--- src/rtl/rect_renderer.sv ---
// Rectangle rasteriser: latches a rectangle on start and streams its pixel
// coordinates in row-major order over a valid/ready handshake.
//
// state | meaning
// IDLE  | waiting for start; operands latched when it arrives
// DRAW  | presenting one pixel per cycle, advancing on pix_ready
// DONE  | one-cycle done pulse, then back to IDLE
module rect_renderer #(
   parameter int X_W    = 9,
   parameter int Y_W    = 8,
   parameter int SIZE_W = 8
) (
   input  logic              clock,
   input  logic              resetn,
   input  logic              start,
   input  logic [X_W-1:0]    origin_x,
   input  logic [Y_W-1:0]    origin_y,
   input  logic [SIZE_W-1:0] width,
   input  logic [SIZE_W-1:0] height,
   input  logic              outline,
   output logic              busy,
   output logic              pix_valid,
   input  logic              pix_ready,
   output logic [X_W-1:0]    out_x,
   output logic [Y_W-1:0]    out_y,
   output logic              done
);

   typedef enum logic [1:0] {S_IDLE, S_DRAW, S_DONE} state_t;

   state_t            state;
   logic [X_W-1:0]    ox_q;
   logic [Y_W-1:0]    oy_q;
   logic [SIZE_W-1:0] wid_q;
   logic [SIZE_W-1:0] hgt_q;
   logic              outl_q;
   logic [SIZE_W-1:0] cx;
   logic [SIZE_W-1:0] cy;

   logic [SIZE_W-1:0] w_m1;
   logic [SIZE_W-1:0] h_m1;
   logic              at_row_end;
   logic              last_row;
   logic              last_pix;
   logic              interior;
   logic [SIZE_W-1:0] nx;
   logic [SIZE_W-1:0] ny;

   // w_m1/h_m1 are only meaningful in DRAW, where both sizes are nonzero.
   always_comb begin
      w_m1       = wid_q - SIZE_W'(1);
      h_m1       = hgt_q - SIZE_W'(1);
      at_row_end = (cx == w_m1);
      last_row   = (cy == h_m1);
      last_pix   = at_row_end && last_row;
      interior   = outl_q && (cy != '0) && !last_row;
      nx         = cx + SIZE_W'(1);
      ny         = cy;
      if (interior && (cx == '0) && !at_row_end) begin
         nx = w_m1;
      end else if (at_row_end) begin
         nx = '0;
         ny = cy + SIZE_W'(1);
      end
   end

   always_ff @(posedge clock or negedge resetn) begin
      if (!resetn) begin
         state     <= S_IDLE;
         busy      <= 1'b0;
         pix_valid <= 1'b0;
         done      <= 1'b0;
         out_x     <= '0;
         out_y     <= '0;
         cx        <= '0;
         cy        <= '0;
         ox_q      <= '0;
         oy_q      <= '0;
         wid_q     <= '0;
         hgt_q     <= '0;
         outl_q    <= 1'b0;
      end else begin
         case (state)
            S_IDLE: begin
               done <= 1'b0;
               if (start) begin
                  ox_q   <= origin_x;
                  oy_q   <= origin_y;
                  wid_q  <= width;
                  hgt_q  <= height;
                  outl_q <= outline;
                  cx     <= '0;
                  cy     <= '0;
                  busy   <= 1'b1;
                  if ((width == '0) || (height == '0)) begin
                     state <= S_DONE;
                     done  <= 1'b1;
                  end else begin
                     state     <= S_DRAW;
                     pix_valid <= 1'b1;
                     out_x     <= origin_x;
                     out_y     <= origin_y;
                  end
               end
            end
            S_DRAW: begin
               if (pix_ready) begin
                  if (last_pix) begin
                     state     <= S_DONE;
                     pix_valid <= 1'b0;
                     done      <= 1'b1;
                  end else begin
                     cx    <= nx;
                     cy    <= ny;
                     out_x <= ox_q + X_W'(nx);
                     out_y <= oy_q + Y_W'(ny);
                  end
               end
            end
            S_DONE: begin
               state <= S_IDLE;
               done  <= 1'b0;
               busy  <= 1'b0;
            end
            default: begin
               state     <= S_IDLE;
               busy      <= 1'b0;
               pix_valid <= 1'b0;
               done      <= 1'b0;
            end
         endcase
      end
   end

endmodule

--- config.mk ---
export PLATFORM = sky130hd
export DESIGN_NAME = rect_renderer
export DESIGN_NICKNAME = d
export VERILOG_FILES = /design/src/rtl/rect_renderer.sv
export SDC_FILE = /design/constraint.sdc
export NUM_CORES = 1
export LEC_CHECK = 0
export CAP_MARGIN = 10
export CORE_MARGIN = 2
export CORE_UTILIZATION = 62
export CTS_BUF_LIST = sky130_fd_sc_hd__clkbuf_8
export CTS_CLUSTER_SIZE = 12
export DETAILED_ROUTE_END_ITERATION = 10
export GPL_TIMING_DRIVEN = 0
export PLACE_DENSITY = 0.95
export SLEW_MARGIN = 25
export SYNTH_ARGS = -nofsm -noshare
export SYNTH_HDL_FRONTEND = slang
export SYNTH_SLANG_ARGS = --single-unit
--- constraint.sdc ---
create_clock -name clock -period 13.2 [get_ports clock]
set_clock_uncertainty 0.15 [all_clocks]
set_input_delay 1.98 -clock clock [delete_from_list [all_inputs] [get_ports clock]]
set_output_delay 1.98 -clock clock [all_outputs]
set_load 0.1 [all_outputs]
Fig. 1: run 1, routing congestion map
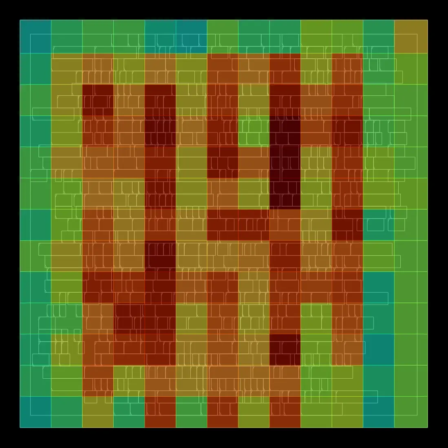
post-route core utilization: 76.6%
global-route layer with the greatest usage: met2
mean routed wirelength per cell: 17.6 µm

Fig. 2: run 1, cell area per tile
The bar under the picture is 20 µm long. 9 x 9 tiles, from dark blue (low) to red (high), 0 to 100% covered.
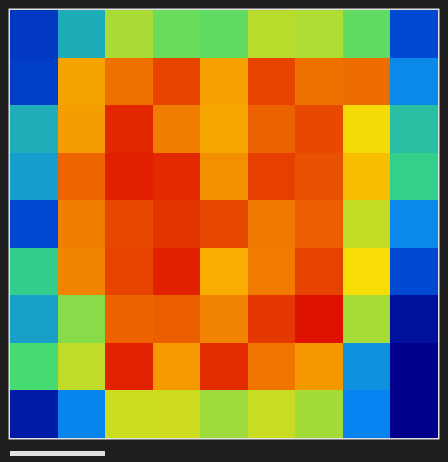
The densest ninth of the die: middle. 2.5% of the tiles are nearly empty. The fullest tile reaches 98%. The mean over all tiles is 66%. 52% of the tiles are over 75% full. The emptiest ninth of the die: bottom right.
Placeable Area: 7210 µm²
pre-placement core utilization: 63.8%

==> flow_summary.toml, run 1 <==
# yosys + openroad results
[power]
power_density_nw_per_um2 = 128

[synth]
yosysWarnings = 0
synth_flops = 72
netlist.area_leader.share_pct = 39.1

[critical_path]
worst-r2r-setup-slack_ns = 8.01
worst_setup_path_endpoint = "out_y[7]$_DFFE_PN0P_"
r2r-start = "wid_q[0]$_DFFE_PN0P_"

[drt]
initialDrtViolationCount = 373
met1Wirelength_mm = 5.01
antenna_left = 0

[worst_hold_path]
worst_hold_class = "reg2reg"

[cts]
clkSinkCount = 72
cts_tree = "done"
cts.repair_timing.setup_buffer_count = 0

[timing]
setup_repair_after_global_routing_missed_its_margin = "false"

[die]
die_area_um2 = 8130
die_h_um = 90.2
die_w_um = 90.2

[status]
status = "complete, no violations"

[place]
dpl.hpwl_mm = 8.99

[finish]
drive_above_1_share_pct = 6.75
Fig. 3: run 1, cell classes on the final placement
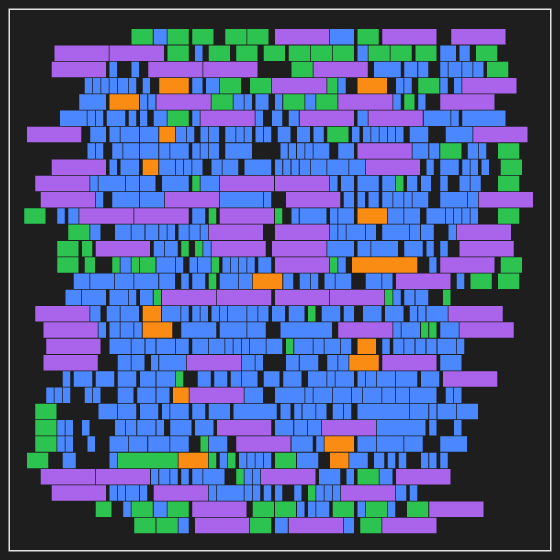
Key: orange = clock drivers and dummy loads [cells 16]; purple = flops [cells 72]; blue = all other logic [cells 432]; green = other buffers and delay cells [cells 87]
floorplan row count: 31
fraction of standard cell area that is sequential: 32.6%

-- run 1: placed cells by master, fill, tap and decap left out, drive strengths merged, types with 21 or more instances in the layout --
| cell | Yosys | routed |
|---|---|---|
| nand2 | 128 | 128 |
| clkdlybuf4s50 | 0 | 56 |
| dfrtp | 72 | 72 |
| nor3 | 26 | 26 |
| nor2 | 25 | 25 |
| clkbuf | 23 | 32 |
| xnor2 | 27 | 27 |
| ha | 21 | 21 |
| a21oi | 29 | 29 |
| inv | 19 | 22 |
-- run 1: metal layers --
metal,track usage (%),vias up
met4,16.2,0
met1,41.7,2067
met3,5.70,44
li1,-,1978
met5,0,-
met2,52.9,233
-- run 1: worst max-delay path, stage by stage (launching register included) --
cell and delay (ns):
dfrtp_1 0.47, inv_1 0.11, ha_1 0.19, or3b_2 0.50
nor3_1 0.31, xor3_1 0.36, a21o_1 0.22, nor2_1 0.31
clkbuf_1 0.43, o21ai_0 0.29, ha_1 0.34, a21o_1 0.18
a221oi_1 0.38, a21oi_1 0.20, xnor2_1 0.17, and3_1 0.19
o21ai_0 0.16, a31oi_1 0.10
-- run 1: per-stage QoR --
stage	area (µm²)	utilization (%)	total power, µW	instances	setup slack (ns)
2_1_floorplan	4600	-	445	533	8.86
3_3_place_gp	5300	73.4	512	689	7.59
3_5_place_dp	5320	73.8	524	690	8.13
4_1_cts	5530	76.6	705	706	8.09
5_1_grt	5530	76.6	738	706	7.82
6_report	5530	76.6	710	706	8.01
-- run 1: layout make-up --
cell class              count  area [µm²]  area share (%)
plain buffers              29         118            2.13
clock buffers               9         124            2.24
clock inverters             7        78.8            1.43
inverters                  19        71.3            1.29
multi-input cells         413        2610            47.3
flip-flops and latches     72        1800            32.6
well taps                  99         124            2.24
repair buffers             58         596            10.8
-- run 1: power breakdown --
group / internal [µW] / switching (µW) / total (µW)
sequential: 240 / 15.9 / 256
combinational: 86.9 / 182 / 269
clock: 89.2 / 96.1 / 185
-- run 1: cells in the mapped netlist (2+ instances only) --
master	number
fa_1	2
nor4_1	10
mux2_2	5
a22o_1	3
o21a_1	2
nor2_1	25
nor3b_1	5
or3b_2	2
and3_1	6
dfrtp_1	72
a21oi_1	28
a21o_1	11
nand4_1	6
xnor2_1	27
buf_2	3
a32o_1	2
a31oi_1	14
or2_2	4
a21boi_0	2
inv_1	19
buf_1	2
mux2i_1	6
a211o_1	2
xor3_1	2
nor3_1	24
ha_1	21
and2_1	3
o21bai_1	3
o21ai_0	10
nand3_1	12
clkbuf_1	22
or4_1	2
xor2_1	19
nor3_2	2
o31ai_1	4
nand2_1	128
-- run 1: cells by family after synthesis --
family	count (synthesis)
AND-OR/OR-AND	95
multiplexers	11
buffers and inverters	48
flip-flops	72
adder cells (fa/ha/maj)	24
AND/OR/NAND/NOR	234
XOR/XNOR	49
-- run 1: flip-flops by register name, indices dropped and copies added (netlist names), 8 cells and up --
register / count
cx: 8
cy: 8
hgt_q: 8
oy_q: 8
wid_q: 8
ox_q: 9
out_x: 9
out_y: 8
Fig. 4: run 1, cell sizes after repair
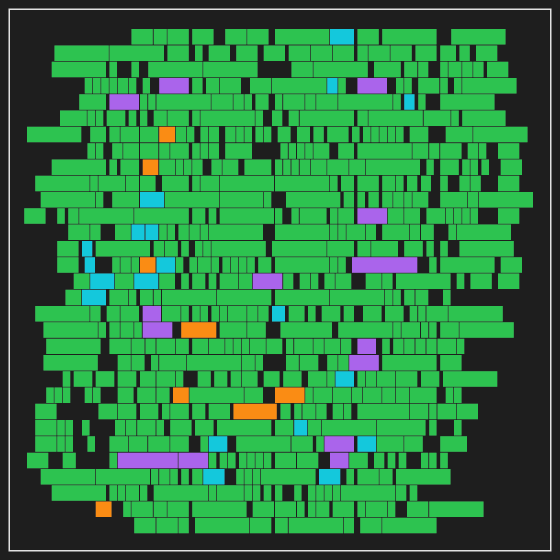

==> run 1 -> run 2 <==
--- a/config.mk
+++ b/config.mk
@@ -7,12 +7,12 @@
 export LEC_CHECK = 0
 export CAP_MARGIN = 10
 export CORE_MARGIN = 2
-export CORE_UTILIZATION = 62
+export CORE_UTILIZATION = 52
 export CTS_BUF_LIST = sky130_fd_sc_hd__clkbuf_8
 export CTS_CLUSTER_SIZE = 12
 export DETAILED_ROUTE_END_ITERATION = 10
 export GPL_TIMING_DRIVEN = 0
-export PLACE_DENSITY = 0.95
+export PLACE_DENSITY = 0.88
 export SLEW_MARGIN = 25
 export SYNTH_ARGS = -nofsm -noshare
 export SYNTH_HDL_FRONTEND = slang
==> constraint.sdc (replaced) <==
create_clock -name clock -period 4.3 [get_ports clock]
set_clock_uncertainty 0.15 [all_clocks]
set_input_delay 0.645 -clock clock [delete_from_list [all_inputs] [get_ports clock]]
set_output_delay 0.645 -clock clock [all_outputs]
set_load 0.1 [all_outputs]
Fig. 5: run 2, cell sizes after repair
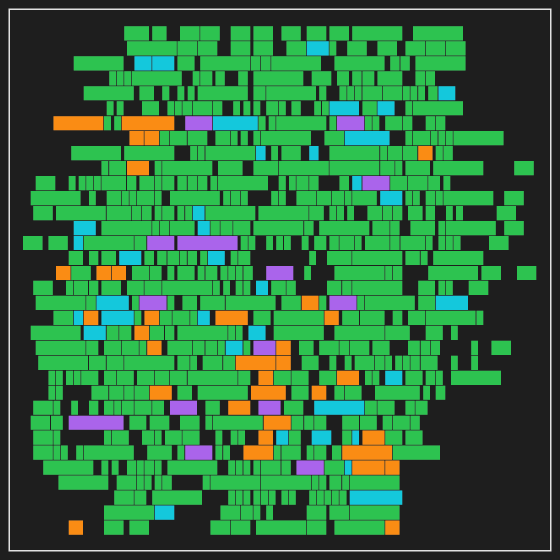
Key: orange = drive 3 to 4 [cells 34, share 5.5%, most used buf_4]; purple = drive 6 and up [cells 14, share 2.3%, most used clkbuf_8]; cyan = drive 2 [cells 35, share 5.6%, most used mux2_2]; green = drive 1 or less [cells 537, share 87%, most used nand2_1]

==> run 2 against run 1 <==
Net effect: critical path type unchanged; count of clock-buffer cells in the layout grew 1; core utilization shrank 9.4 points; the run now ends with setup timing left; routed wire length grew 4.5%; combinational power grew to 3.3 times the previous value.
==> flow_summary.toml, run 2 <==
# yosys + openroad results
[drt]
wl_per_cell_um = 17.8
drt_wl_total_mm = 13.0
antenna_left = 0
initialDrtViolationCount = 363

[synth]
netlist_top_cells_count = "nand2_1, dfrtp_1, a21oi_1, xnor2_1, nor2_1"
synth.most_common_cell = "nand2_1"
netlist.area_leader.share_pct = 39.1
yosysCellCount = 533

[global_route]
grt.met2_usage_pct = 45.3
grt_util_met3_pct = 5.73
grt.met1_usage_pct = 34.2
grt_pass1_vias = 4383

[die]
placementRows = 34
die_w_um = 98.1
die_h_um = 98.1
fp.coreArea_um2 = 8640

[status]
status = "finished, violations left"
failing_checks = "setup timing"

[finish]
finalInstanceArea_um2 = 5800
final_cell_mix = "nand2_1, dfrtp_1, clkdlybuf4s50_1"
mostFrequentLayoutCell = "nand2_1"
register_area_um2 = 1800
drive_above_1_share_pct = 13.4
comb_area_um2 = 2760

[worst_hold_path]
worst_hold_class = "in2async"

[critical_path]
worst_setup_path_endpoint = "out_x[6]$_DFFE_PN0P_"
worst-r2r-setup-slack_ns = -0.00001
cp_slowest_stage_delay_ns = 0.42
critical_path.most_common_cell = "a21oi_2"
cp_slowest_cell = "dfrtp_1"
crit_path_cell_trace = "inv_2 > ha_4 > or3b_4 > nor3_4 > xor3_2 > a21o_4 > or2_2 > and2_4 > ha_2 > fa_2 > a21o_1 > a21oi_2 > o21bai_2 > a21oi_2 > xnor2_2 > nand2_1 > a31oi_1"

[timing]
finalWorstSetupSlack_ns = -0.0000138
setup_viol_count_final = 1

[place]
dpl.hpwl_mm = 9.02
postPlaceCellArea_um2 = 5340

[cts]
clkSinkCount = 72
cts_tree = "done"

[power]
power_density_nw_per_um2 = 382
run 2: cell counts after synthesis:
No cell type changed its count.
run 2: worst min path at each step:
stage / slack [ns] / to / from / cells after the start
floorplan: 0.20 / busy$_DFFE_PN0P_ / resetn / 0
global placement: 0.32 / outl_q$_DFFE_PN0P_ / outl_q$_DFFE_PN0P_ / 2
detailed placement: 0.32 / outl_q$_DFFE_PN0P_ / outl_q$_DFFE_PN0P_ / 2
CTS: 0.006 / hgt_q[4]$_DFFE_PN0P_ / resetn / 1
global route: 0.009 / hgt_q[5]$_DFFE_PN0P_ / resetn / 1
finish: 0.004 / hgt_q[4]$_DFFE_PN0P_ / resetn / 1
run 2: stage by stage:
step / hold WS, ns / std cells / power (µW) / worst slack [ns] / utilization, %
2_1_floorplan: 0.199 / 533 / 1370 / 0.0608 / -
3_3_place_gp: 0.315 / 698 / 1580 / -0.489 / 61.5
3_5_place_dp: 0.316 / 699 / 1600 / -0.612 / 61.8
4_1_cts: 0.00595 / 721 / 2180 / 0.0148 / 65.5
5_1_grt: 0.00908 / 728 / 2310 / -0.153 / 67.2
6_report: 0.00371 / 728 / 2220 / -0.0000138 / 67.2
run 2: power by group:
part	internal (µW)	total, µW	switching [µW]
Clock	279	550	270
Sequential	738	786	48.0
Combinational	312	882	570
Total	1330	2220	889
run 2: cell families after synthesis:
| logic type | after synthesis | synth area share, % |
|---|---|---|
| adders and majority gates | 24 | 6.80 |
| buffers and inverters | 48 | 4.10 |
| DFF | 72 | 39.1 |
| AOI/OAI and AO/OA | 95 | 14.0 |
| xor gates and xnor gates | 49 | 10.3 |
| and+or+nand+nor | 234 | 23.2 |
| muxes | 11 | 2.53 |
run 2: final cells by class:
type	count	area share, %
well taps	108	2.33
repair buffers	73	12.3
inverters	19	1.23
clock inverters	5	0.992
clock buffers	10	2.37
plain buffers	28	2.03
multi-input cells	413	47.6
flip-flops and latches	72	31.1
run 2: routing by layer:
metal	part of all wire, %	vias to the layer above	routed length (µm)
met3	7.1	28	921
met4	2.2	0	288
li1	-	1999	-
met2	50	187	6520
met1	40	2157	5260
met5	0	-	0
run 2: critical path, delay by kind of cell (launching register included):
| family | cells | cell delay [ns] |
|---|---|---|
| AND-OR/OR-AND | 6 | 1.20 |
| AND/OR/NAND/NOR | 5 | 1.16 |
| adder cells (fa/ha/maj) | 3 | 0.71 |
| XOR/XNOR | 2 | 0.49 |
| flip-flops | 1 | 0.42 |
| buffers and inverters | 1 | 0.09 |
run 2: timing repair:
action	in CTS	in global routing
gates resized	19	20
hold buffers	0	0
pin swaps	6	18
setup endpoints to repair	9	6
setup buffers	8	7
Fig. 6: run 2, routed metal per tile
The bar under the picture is 20 µm long. 20 x 20 tiles, from dark blue (low) to red (high), scaled to the fullest tile. Values are wire area over tile area, all layers added.
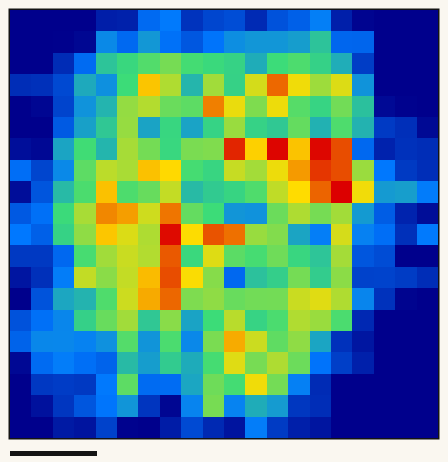

==> run 2 -> run 3 <==
--- a/config.mk
+++ b/config.mk
@@ -11,7 +11,6 @@
 export CTS_BUF_LIST = sky130_fd_sc_hd__clkbuf_8
 export CTS_CLUSTER_SIZE = 12
 export DETAILED_ROUTE_END_ITERATION = 10
-export GPL_TIMING_DRIVEN = 0
 export PLACE_DENSITY = 0.88
 export SLEW_MARGIN = 25
 export SYNTH_ARGS = -nofsm -noshare
Fig. 7: run 3, routed metal per tile
The bar under the picture is 20 µm long. 20 x 20 tiles, from dark blue (low) to red (high), scaled to the fullest tile. Values are wire area over tile area, all layers added.
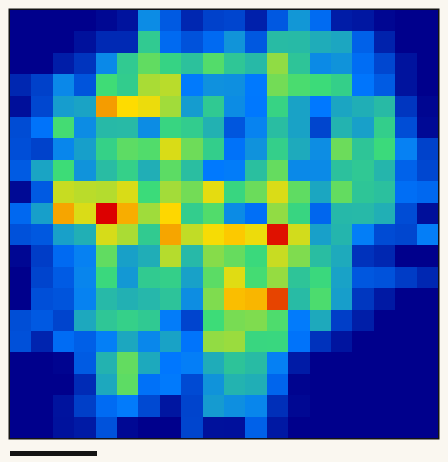
The densest ninth of the die: middle. The mean over all tiles is 0.21. 19% of the tiles are nearly empty. The fullest tile reaches 0.71. 18% of the tiles are over half the peak. The emptiest ninth of the die: bottom right.

==> run 3 against run 2 <==
Net effect: the run now ends clean; sequential share of layout area up 0.54 points; core utilization shrank 1.2 points; worst setup slack better by 0.045 ns; count of clock-buffer cells in the layout shrank 1; die size unchanged; largest cell class unchanged; fmax grew 1.0%; total power up 2.4%; non-clock buffer count decreased by 20.
==> flow_summary.toml, run 3 <==
# yosys + openroad results
[finish]
final_cell_mix = "nand2_1, dfrtp_1, clkdlybuf4s50_1"
mostFrequentLayoutCell = "nand2_1"
stdcell_count = 709
antenna-diode-count = 0
comb_area_um2 = 2710
drive_above_1_share_pct = 13.5
postLayoutCoreUtil_pct = 66.0
top_regs = "out_x: 9 flops, ox_q: 9 flops"

[timing]
setup_repair_after_global_routing_missed_its_margin = "true"
min_hold_slack_ns = 0.169
setup_viol_count_final = 0
fin_setup_tns_ns = 0
fmax_achieved_mhz = 235

[drt]
num_vias = 4170
wl_per_cell_um = 17.5
drt_wl_total_mm = 12.4
initialDrtViolationCount = 324
antenna_left = 0

[cts]
hold_buffers = 0
cts_tree = "done"
clkSinkCount = 72
cts_max_path_buffers = 2

[power]
design_power_total_uw = 2270
power_density_nw_per_um2 = 398

[die]
die_w_um = 98.1
die_h_um = 98.1
die_area_um2 = 9620
placementRows = 34
fp-utilization_pct = 53.3
fp.coreArea_um2 = 8640

[synth]
netlist_top_cells_count = "nand2_1, dfrtp_1, a21oi_1, xnor2_1, nor2_1"
netlist.area_leader.share_pct = 39.1
synth_flops = 72
yosysWarnings = 0
synth.most_common_cell = "nand2_1"
yosysCellCount = 533

[global_route]
grt_pass1_vias = 4282
grt_pass1_wl_mm = 20.3

[place]
numPortBuffers = 57
place_inst = 686

[critical_path]
cp_slowest_cell = "dfrtp_1"
worst-r2r-setup-slack_ns = 0.04
critical_path.most_common_cell = "xnor2_1"
worstReg2RegEnd = "out_y[7]$_DFFE_PN0P_"
cp_slowest_stage_delay_ns = 0.43
r2r-start = "wid_q[1]$_DFFE_PN0P_"
crit_path_cell_trace = "inv_2 > ha_4 > or3b_4 > nor3_4 > xor3_2 > a211oi_4 > nand4_1 > xnor2_1 > ha_1 > and3_4 > a221oi_4 > a21oi_2 > xnor2_1 > and3_1 > o21ai_1 > a31oi_1"

[status]
status = "complete, no violations"

[worst_hold_path]
worst_hold_class = "in2async"
## run 3: cell counts after synthesis
Identical to the previous run, type by type.
## run 3: report_power, final
part	switching (µW)	internal, µW
Combinational	535	298
Clock	293	332
Sequential	73.5	738
Total	902	1370
## run 3: metrics by stage
step           area [µm²]  setup WS [ns]
3_5_place_dp         5320        -0.0289
6_report             5700         0.0446
2_1_floorplan        4600         0.0608
3_3_place_gp         5310          0.102
4_1_cts              5560        0.00811
5_1_grt              5700         -0.150
## run 3: worst max path at each step
| stage | start | endpoint | slack [ns] | depth (start not counted) |
|---|---|---|---|---|
| finish | wid_q[1]$_DFFE_PN0P_ | out_y[7]$_DFFE_PN0P_ | 0.04 | 16 |
| CTS | wid_q[1]$_DFFE_PN0P_ | out_x[6]$_DFFE_PN0P_ | 0.008 | 17 |
| global placement | wid_q[1]$_DFFE_PN0P_ | out_x[6]$_DFFE_PN0P_ | 0.10 | 17 |
| detailed placement | wid_q[1]$_DFFE_PN0P_ | out_x[6]$_DFFE_PN0P_ | -0.03 | 17 |
| global route | wid_q[1]$_DFFE_PN0P_ | out_y[7]$_DFFE_PN0P_ | -0.15 | 16 |
| floorplan | wid_q[0]$_DFFE_PN0P_ | out_y[7]$_DFFE_PN0P_ | 0.06 | 17 |
## run 3: repair_timing
action                                  4_1_cts  5_1_grt
endpoints found under the setup margin        3        8
pin swaps                                     1       19
gates resized                                 2       28
buffers inserted                              1        6
## run 3: final cells by class
type	count	area share, %
multi-input combinational	413	47.6
tap	108	2.37
sequential	72	31.6
inverter	19	1.25
clock buffer	9	2.17
timing repair buffer	81	13.2
clock inverter	7	1.80
## run 3: logic make-up (layout without fill, tap and decap cells)
| group | after synthesis | in the layout | synth area share, % |
|---|---|---|---|
| AND-OR/OR-AND | 95 | 95 | 14.0 |
| XOR/XNOR | 49 | 49 | 10.3 |
| adder cells (fa/ha/maj) | 24 | 24 | 6.80 |
| buffers and inverters | 48 | 116 | 4.10 |
| flip-flops | 72 | 72 | 39.1 |
| multiplexers | 11 | 11 | 2.53 |
| AND/OR/NAND/NOR | 234 | 234 | 23.2 |
## run 3: worst max-delay path, delay by kind of cell (launching register included)
family,cells,cell delay (ns)
adders and majority gates,2,0.47
xor gates and xnor gates,3,0.79
DFF,1,0.43
and+or+nand+nor,5,1.18
AOI/OAI and AO/OA,5,1.05
buffers and inverters,1,0.09
## run 3: routing by layer
layer / global-route usage (%) / up-vias / share of wire [%]
met5: 0 / - / 0
met4: 10.0 / 0 / 2.2
met3: 5.37 / 28 / 6.6
met2: 44.3 / 164 / 51
met1: 32.7 / 2026 / 40
li1: - / 1952 / -
Power is estimated from default activity; no workload was simulated.
